--- config.mk ---
export PLATFORM = sky130hd
export DESIGN_NAME = keypad_event_ctrl
export DESIGN_NICKNAME = d
export VERILOG_FILES = /design/src/rtl/keypad_event_ctrl.sv
export SDC_FILE = /design/constraint.sdc
export NUM_CORES = 1
export LEC_CHECK = 0
export CORE_MARGIN = 1.5
export CORE_UTILIZATION = 50
export CTS_BUF_LIST = sky130_fd_sc_hd__clkbuf_4 sky130_fd_sc_hd__clkbuf_8 sky130_fd_sc_hd__clkbuf_16
export DETAILED_ROUTE_END_ITERATION = 6
export HOLD_SLACK_MARGIN = 0.12
export PLACE_DENSITY = 0.74
export SYNTH_ARGS = -nofsm -noshare
export SYNTH_HDL_FRONTEND = slang
export SYNTH_SLANG_ARGS = --single-unit
--- constraint.sdc ---
create_clock -name clock -period 2.2 [get_ports clock]
set_input_delay 0.44 -clock clock [delete_from_list [all_inputs] [get_ports clock]]
set_output_delay 0.44 -clock clock [all_outputs]
set_load 0.05 [all_outputs]
--- src/rtl/keypad_event_ctrl.sv ---
// Debounces the keypad scanner's code/valid stream and queues one event per qualified press
// in a first-word-fall-through FIFO. Define KEYPAD_REPEAT_EN to add auto-repeat while held.
module keypad_event_ctrl #(
    parameter int unsigned DEBOUNCE_CYCLES = 4,
    parameter int unsigned FIFO_DEPTH      = 4,
    parameter int unsigned REPEAT_DELAY    = 32,
    parameter int unsigned REPEAT_RATE     = 8
) (
    input  logic                          clock,
    input  logic                          reset,
    input  logic                          scan_valid,
    input  logic [3:0]                    scan_code,
    input  logic                          clear,
    output logic                          evt_valid,
    output logic [3:0]                    evt_code,
    input  logic                          evt_ready,
    output logic                          overflow,
    output logic [$clog2(FIFO_DEPTH):0]   fifo_count
);

    localparam int unsigned PW = $clog2(FIFO_DEPTH);
    localparam int unsigned CW = $clog2(FIFO_DEPTH) + 1;
    localparam int unsigned DW = $clog2(DEBOUNCE_CYCLES + 1);

    typedef enum logic [1:0] {
        StIdle,
        StDebounce,
        StHeld,
        StRelease
    } state_e;

    state_e          state_q, state_d;
    logic [3:0]      cap_q, cap_d;
    logic [DW-1:0]   cnt_q, cnt_d;
    logic            restart;
    logic            fsm_push;
    logic            rpt_push;
    logic            push;

    logic [3:0]      mem_q [FIFO_DEPTH];
    logic [PW-1:0]   wptr_q, rptr_q;
    logic [CW-1:0]   count_q, count_d;
    logic [3:0]      last_q;
    logic            ovf_q;
    logic            full;
    logic            pop;
    logic            wr;

    // ---------------------------------------------------------------------------------------
    // Debounce FSM
    // ---------------------------------------------------------------------------------------
    always_comb begin
        state_d  = state_q;
        cap_d    = cap_q;
        cnt_d    = cnt_q;
        restart  = 1'b0;
        fsm_push = 1'b0;

        unique case (state_q)
            StIdle: begin
                if (scan_valid) begin
                    restart = 1'b1;
                end
            end
            StDebounce: begin
                if (!scan_valid) begin
                    state_d = StIdle;
                    cnt_d   = '0;
                end else if (scan_code != cap_q) begin
                    restart = 1'b1;
                end else if (cnt_q + DW'(1) == DW'(DEBOUNCE_CYCLES)) begin
                    fsm_push = 1'b1;
                    state_d  = StHeld;
                    cnt_d    = '0;
                end else begin
                    cnt_d = cnt_q + DW'(1);
                end
            end
            StHeld: begin
                if (!scan_valid) begin
                    if (DEBOUNCE_CYCLES == 1) begin
                        state_d = StIdle;
                        cnt_d   = '0;
                    end else begin
                        state_d = StRelease;
                        cnt_d   = DW'(1);
                    end
                end else if (scan_code != cap_q) begin
                    restart = 1'b1;
                end
            end
            StRelease: begin
                if (!scan_valid) begin
                    if (cnt_q + DW'(1) == DW'(DEBOUNCE_CYCLES)) begin
                        state_d = StIdle;
                        cnt_d   = '0;
                    end else begin
                        cnt_d = cnt_q + DW'(1);
                    end
                end else if (scan_code == cap_q) begin
                    // Release bounce: the key is still down, no new event.
                    state_d = StHeld;
                    cnt_d   = '0;
                end else begin
                    restart = 1'b1;
                end
            end
            default: begin
                state_d = StIdle;
                cnt_d   = '0;
            end
        endcase

        // A newly seen code starts qualification from one sample.
        if (restart) begin
            cap_d = scan_code;
            if (DEBOUNCE_CYCLES == 1) begin
                fsm_push = 1'b1;
                state_d  = StHeld;
                cnt_d    = '0;
            end else begin
                state_d = StDebounce;
                cnt_d   = DW'(1);
            end
        end
    end

    always_ff @(posedge clock) begin
        if (reset || clear) begin
            state_q <= StIdle;
            cap_q   <= '0;
            cnt_q   <= '0;
        end else begin
            state_q <= state_d;
            cap_q   <= cap_d;
            cnt_q   <= cnt_d;
        end
    end

    // ---------------------------------------------------------------------------------------
    // Auto-repeat
    // ---------------------------------------------------------------------------------------
`ifdef KEYPAD_REPEAT_EN
    localparam int unsigned RMAX = (REPEAT_DELAY > REPEAT_RATE) ? REPEAT_DELAY : REPEAT_RATE;
    localparam int unsigned RW   = $clog2(RMAX + 1);

    logic [RW-1:0] rpt_q, rpt_d;
    logic          rpt_phase_q, rpt_phase_d;
    logic [RW-1:0] rpt_target;

    assign rpt_target = rpt_phase_q ? RW'(REPEAT_RATE) : RW'(REPEAT_DELAY);

    // Counter only survives cycles that stay in HELD on the same key.
    always_comb begin
        rpt_d       = '0;
        rpt_phase_d = 1'b0;
        rpt_push    = 1'b0;
        if (state_q == StHeld && scan_valid && scan_code == cap_q) begin
            if (rpt_q + RW'(1) == rpt_target) begin
                rpt_push    = 1'b1;
                rpt_phase_d = 1'b1;
            end else begin
                rpt_d       = rpt_q + RW'(1);
                rpt_phase_d = rpt_phase_q;
            end
        end
    end

    always_ff @(posedge clock) begin
        if (reset || clear) begin
            rpt_q       <= '0;
            rpt_phase_q <= 1'b0;
        end else begin
            rpt_q       <= rpt_d;
            rpt_phase_q <= rpt_phase_d;
        end
    end
`else
    logic unused_repeat_params;
    assign unused_repeat_params = ^{REPEAT_DELAY, REPEAT_RATE};
    assign rpt_push = 1'b0;
`endif

    assign push = fsm_push | rpt_push;

    // ---------------------------------------------------------------------------------------
    // Event FIFO
    // ---------------------------------------------------------------------------------------
    assign full      = (count_q == CW'(FIFO_DEPTH));
    assign evt_valid = (count_q != '0);
    assign pop       = evt_valid & evt_ready;
    // A full FIFO still accepts a push when the head leaves in the same cycle.
    assign wr        = push & (~full | pop);

    // While empty the output keeps the last head that was presented.
    assign evt_code   = evt_valid ? mem_q[rptr_q] : last_q;
    assign overflow   = ovf_q;
    assign fifo_count = count_q;

    always_comb begin
        count_d = count_q;
        unique case ({wr, pop})
            2'b10:   count_d = count_q + CW'(1);
            2'b01:   count_d = count_q - CW'(1);
            default: count_d = count_q;
        endcase
    end

    always_ff @(posedge clock) begin
        if (reset || clear) begin
            wptr_q  <= '0;
            rptr_q  <= '0;
            count_q <= '0;
            last_q  <= '0;
            ovf_q   <= 1'b0;
        end else begin
            count_q <= count_d;
            last_q  <= evt_code;
            if (wr) begin
                wptr_q <= wptr_q + PW'(1);
            end
            if (pop) begin
                rptr_q <= rptr_q + PW'(1);
            end
            if (push && full && !pop) begin
                ovf_q <= 1'b1;
            end
        end
    end

    always_ff @(posedge clock) begin
        if (wr && !reset && !clear) begin
            mem_q[wptr_q] <= cap_d;
        end
    end

endmodule

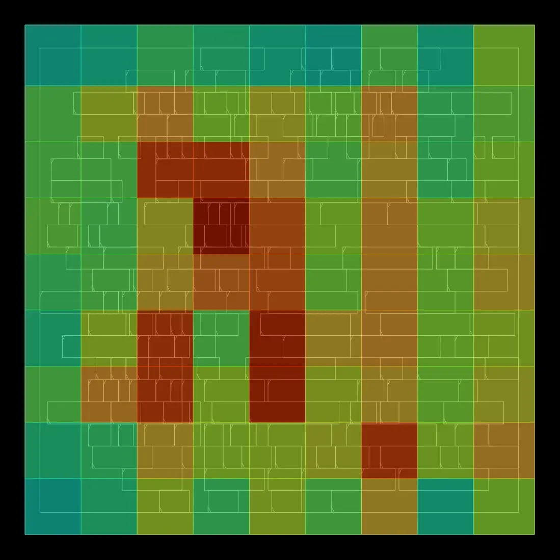
Fig. 1. Track usage over the die.
met1 Use GR: 21.15%
final core utilization: 65.89%
GRT Max-Usage Layer: met2
met2 global-route usage: 35.08%
met3 global-route usage: 5.586%

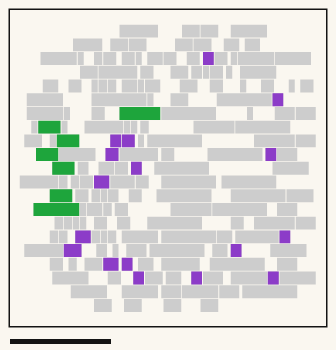
Fig. 2. Logic cells by family.
The bar under the picture is 20 µm long.
Key: purple = AND and OR gates [cells 17]; green = adder and majority cells [cells 7, where west]

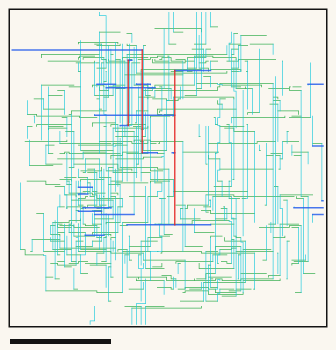
Fig. 3. Wiring by layer.
The bar under the picture is 20 µm long.
Key: cyan = metal 2 [wire length 1,800 µm]; green = metal 1 [wire length 1,410 µm]; red = metal 4 [wire length 63.9 µm]; blue = metal 3 [wire length 126 µm]

==> run_results.csv <==
group,metric,value,unit
worst_setup_path,crit_arrival,1.71,ns
synth,synthArstFlopShare,0,%
synth,edf_count,16,
synth,postSynthCellCount,148,
cells_and_area,final_cell_mix,"17 x dfxtp_1, 16 x edfxtp_1, 13 x buf_4",
worst_setup_path,worst_ep_required_time,1.76,ns
clock_network,cts_sinks,39,
global_route,grt_overflow,0,
min_path,min_path_type,"reg -> reg",
global_route,grt_first_pass_wirelength,5685,µm
clock_network,ctsRootBufferMaster,"clkbuf_4",
final_timing,setup_viol,0,
run_status,outcome,"finished, final reports clean",
cells_and_area,lay_top_count,"dfxtp_1",
final_timing,slew_viol_final,0,
clock_network,cts-resized-gates,4,
floorplanning,initCoreUtil,52.94,%
synth,ys_ff,39,
run,tool_warnings,32,
run,cap_violations,0,
worst_setup_path,worstSetupEndpointType,"primary output",
worst_setup_path,rr_startpoint,"cnt_q[0]",
power,p_clk_share,35.7,%
route,wl,3404,µm
route,via_per_inst,5.451,
route,first_iter_violations,46,
placement,postPlaceCellArea,2077,µm²
route,num_vias,1232,
floorplanning,die-width,62.68,µm
floorplanning,ios,18,
clock_network,clk_pin_slew,0.12,ns
final_timing,clock_skew,0.01129,ns
placement,hpwlAfterDp,2548,µm
clock_network,clk_latency,0.34,ns
min_path,hold_path_depth,2,
clock_network,cts_setup_buffers,0,
final_timing,hold_viol_final,0,
floorplanning,rows,21,
synth,syn-num-nets,164,
clock_network,hold_buffers,0,
synth,ys_area,1780,µm²
global_route,grt_pass1_vias,1238,
power,p_switching,273.5,µW
route,ant_nets,0,
floorplanning,die_area,3928,µm²
cells_and_area,layout-drive-gt1-share,30.00,%
synth,postSynthAreaPerCell,12.03,µm²
global_route,grtUsageTotal,19.31,%
worst_setup_path,r2r_slack,0.10,ns
clock_network,cts.htree.levels,2,
final_timing,relSlewSlack,36.52,%
final_timing,rsz0062_at_grt,"true",
route,drtPass1Iterations,4,
power,ir_drop,0.5835,mV
final_timing,fin_crit,2.152,ns
synth,yosysSeqAreaShare,52.85,%
power,p_per_area,586.8,nW/µm²
power,internal_power,1.027,mW
placement,port_buffers,17,
synth,synthesis.area,1780,µm²
power,p_sw_share,21.03,%
worst_setup_path,worstSetupPathType,"reg -> out",
placement,dp_slack,-0.2692,ns
route,wl_per_cell,15.06,µm
synth,ys_cells,148,
synth,ys_warn_count,0,
cells_and_area,design_area,2216,µm²
cells_and_area,syn_to_final_growth,24.46,%
cells_and_area,antenna_cells,0,
power,seqPwrFrac,58.5,%
worst_setup_path,worstReg2RegEnd,"fifo_count[2]",
min_path,min_to,"overflow",
min_path,worstHoldStart,"overflow",
floorplanning,core_area,3363,µm²
worst_setup_path,start_kind,"flip-flop",
final_timing,min_period_over_period,97.80,%
final_timing,setup_ws,0.04844,ns
clock_network,cts_tree,"built",
synth,synth_cell_types,37,
worst_setup_path,crit_fanout,4,
final_timing,worst_pin_slew,0.9441,ns
floorplanning,die_h,62.68,µm
final_timing,fmax,0.4648,GHz
global_route,grt_max_degree,17,
cells_and_area,layout.nets,196,
power,pwr-share-comb,5.8,%
synth,ff_type,"dfxtp_1",
placement,place_congestion,0.8532,
route,route.detailed.drc,0,
worst_setup_path,rr_worst_depth,10,
clock_network,clockBufferDepth,2,
power,p_leak,0.8260,nW
global_route,antenna_found_initial,0,
clock_network,cts_buffers,5,
cell families after synthesis:
kind of cell / Yosys count / share of synthesized area [%]
AOI/OAI and AO/OA: 19 / 6.746
xor gates and xnor gates: 9 / 4.428
adders and majority gates: 7 / 5.341
buffers and inverters: 11 / 2.530
DFF: 39 / 52.85
muxes: 15 / 11.81
and+or+nand+nor: 48 / 16.30
per-stage QoR:
stage | hold slack (ns) | power, mW | cells | utilization, % | setup TNS [ns]
floorplan | 0.4674 | 0.8182 | 148 | - | -0.007781
global placement | 0.4559 | 0.8489 | 219 | 61.76 | -3.307
detailed placement | 0.4662 | 0.8515 | 219 | 61.76 | -4.133
CTS | 0.4935 | 1.310 | 226 | 64.36 | 0
global route | 0.5261 | 1.351 | 226 | 65.89 | -0.09560
finish | 0.4905 | 1.300 | 226 | 65.89 | 0
critical path, cell delays in order (launching register included):
cell and delay [ns]:
dfxtp_4 0.41, mux4_2 0.51, mux2_4 0.29, buf_6 0.15
sequential cells by signal, summed over array words and instances, names as in the netlist, named ones only:
signal	count
cap_q	4
cnt_q	3
overflow	1
state_q	2
fifo_count	3
rptr_q	2
last_q	4
mem_q	16
wptr_q	2
power by group through the flow:
stage	clock, mW	sequential (mW)	combinational (mW)
6_report	0.464	0.761	0.0748
5_1_grt	0.508	0.762	0.0815
4_1_cts	0.476	0.760	0.0741
3_5_place_dp	0	0.778	0.0736
3_3_place_gp	0	0.778	0.0713
2_1_floorplan	0	0.776	0.0426
layer usage:
metal | vias up | share of wire [%]
li1 | 591 | -
met1 | 601 | 41
met2 | 32 | 53
met3 | 8 | 3.7
met4 | 0 | 1.9
met5 | - | 0
synth_stat cells (all sizes together), types with 2 or more instances:
cell | count | area (µm²)
xor2 | 3 | 26.28
clkbuf | 3 | 11.26
and2 | 9 | 58.81
mux4 | 4 | 90.09
a21oi | 7 | 35.03
edfxtp | 16 | 480.5
nand4 | 3 | 33.78
ha | 6 | 75.07
mux2i | 3 | 30.03
o31ai | 2 | 15.01
dfxtp | 23 | 460.4
mux2 | 8 | 90.09
o32ai | 2 | 17.52
nor2 | 10 | 37.54
inv | 7 | 26.28
o21ai | 4 | 20.02
nand2 | 7 | 26.28
o21a | 2 | 15.01
xnor2 | 6 | 52.55
and3 | 4 | 25.02
nor2b | 2 | 12.51
nor3 | 5 | 36.29
worst max path at each step:
| stage | startpoint | cells past startpoint | to | slack, ns |
|---|---|---|---|---|
| finish | flip-flop | 3 | evt_code[2] | 0.05 |
| global route | cnt_q[0] | 10 | fifo_count[2] | -0.03 |
| CTS | flip-flop | 3 | evt_code[0] | 0.008 |
| detailed placement | scan_code[1] | 10 | fifo_count[2] | -0.27 |
| global placement | evt_ready | 9 | fifo_count[2] | -0.19 |
| floorplan | scan_valid | 10 | fifo_count[2] | -0.008 |
final cells by class:
| cell class | count | area, µm² |
|---|---|---|
| Inverter | 7 | 26.28 |
| Timing Repair Buffer | 29 | 262.8 |
| Clock inverter | 2 | 37.54 |
| Sequential cell | 39 | 950.9 |
| Fill cell | 282 | 1147 |
| Clock buffer | 5 | 37.54 |
| Multi-Input combinational cell | 98 | 843.3 |
| Tap cell | 46 | 57.56 |
Power and IR drop assume default switching activity.
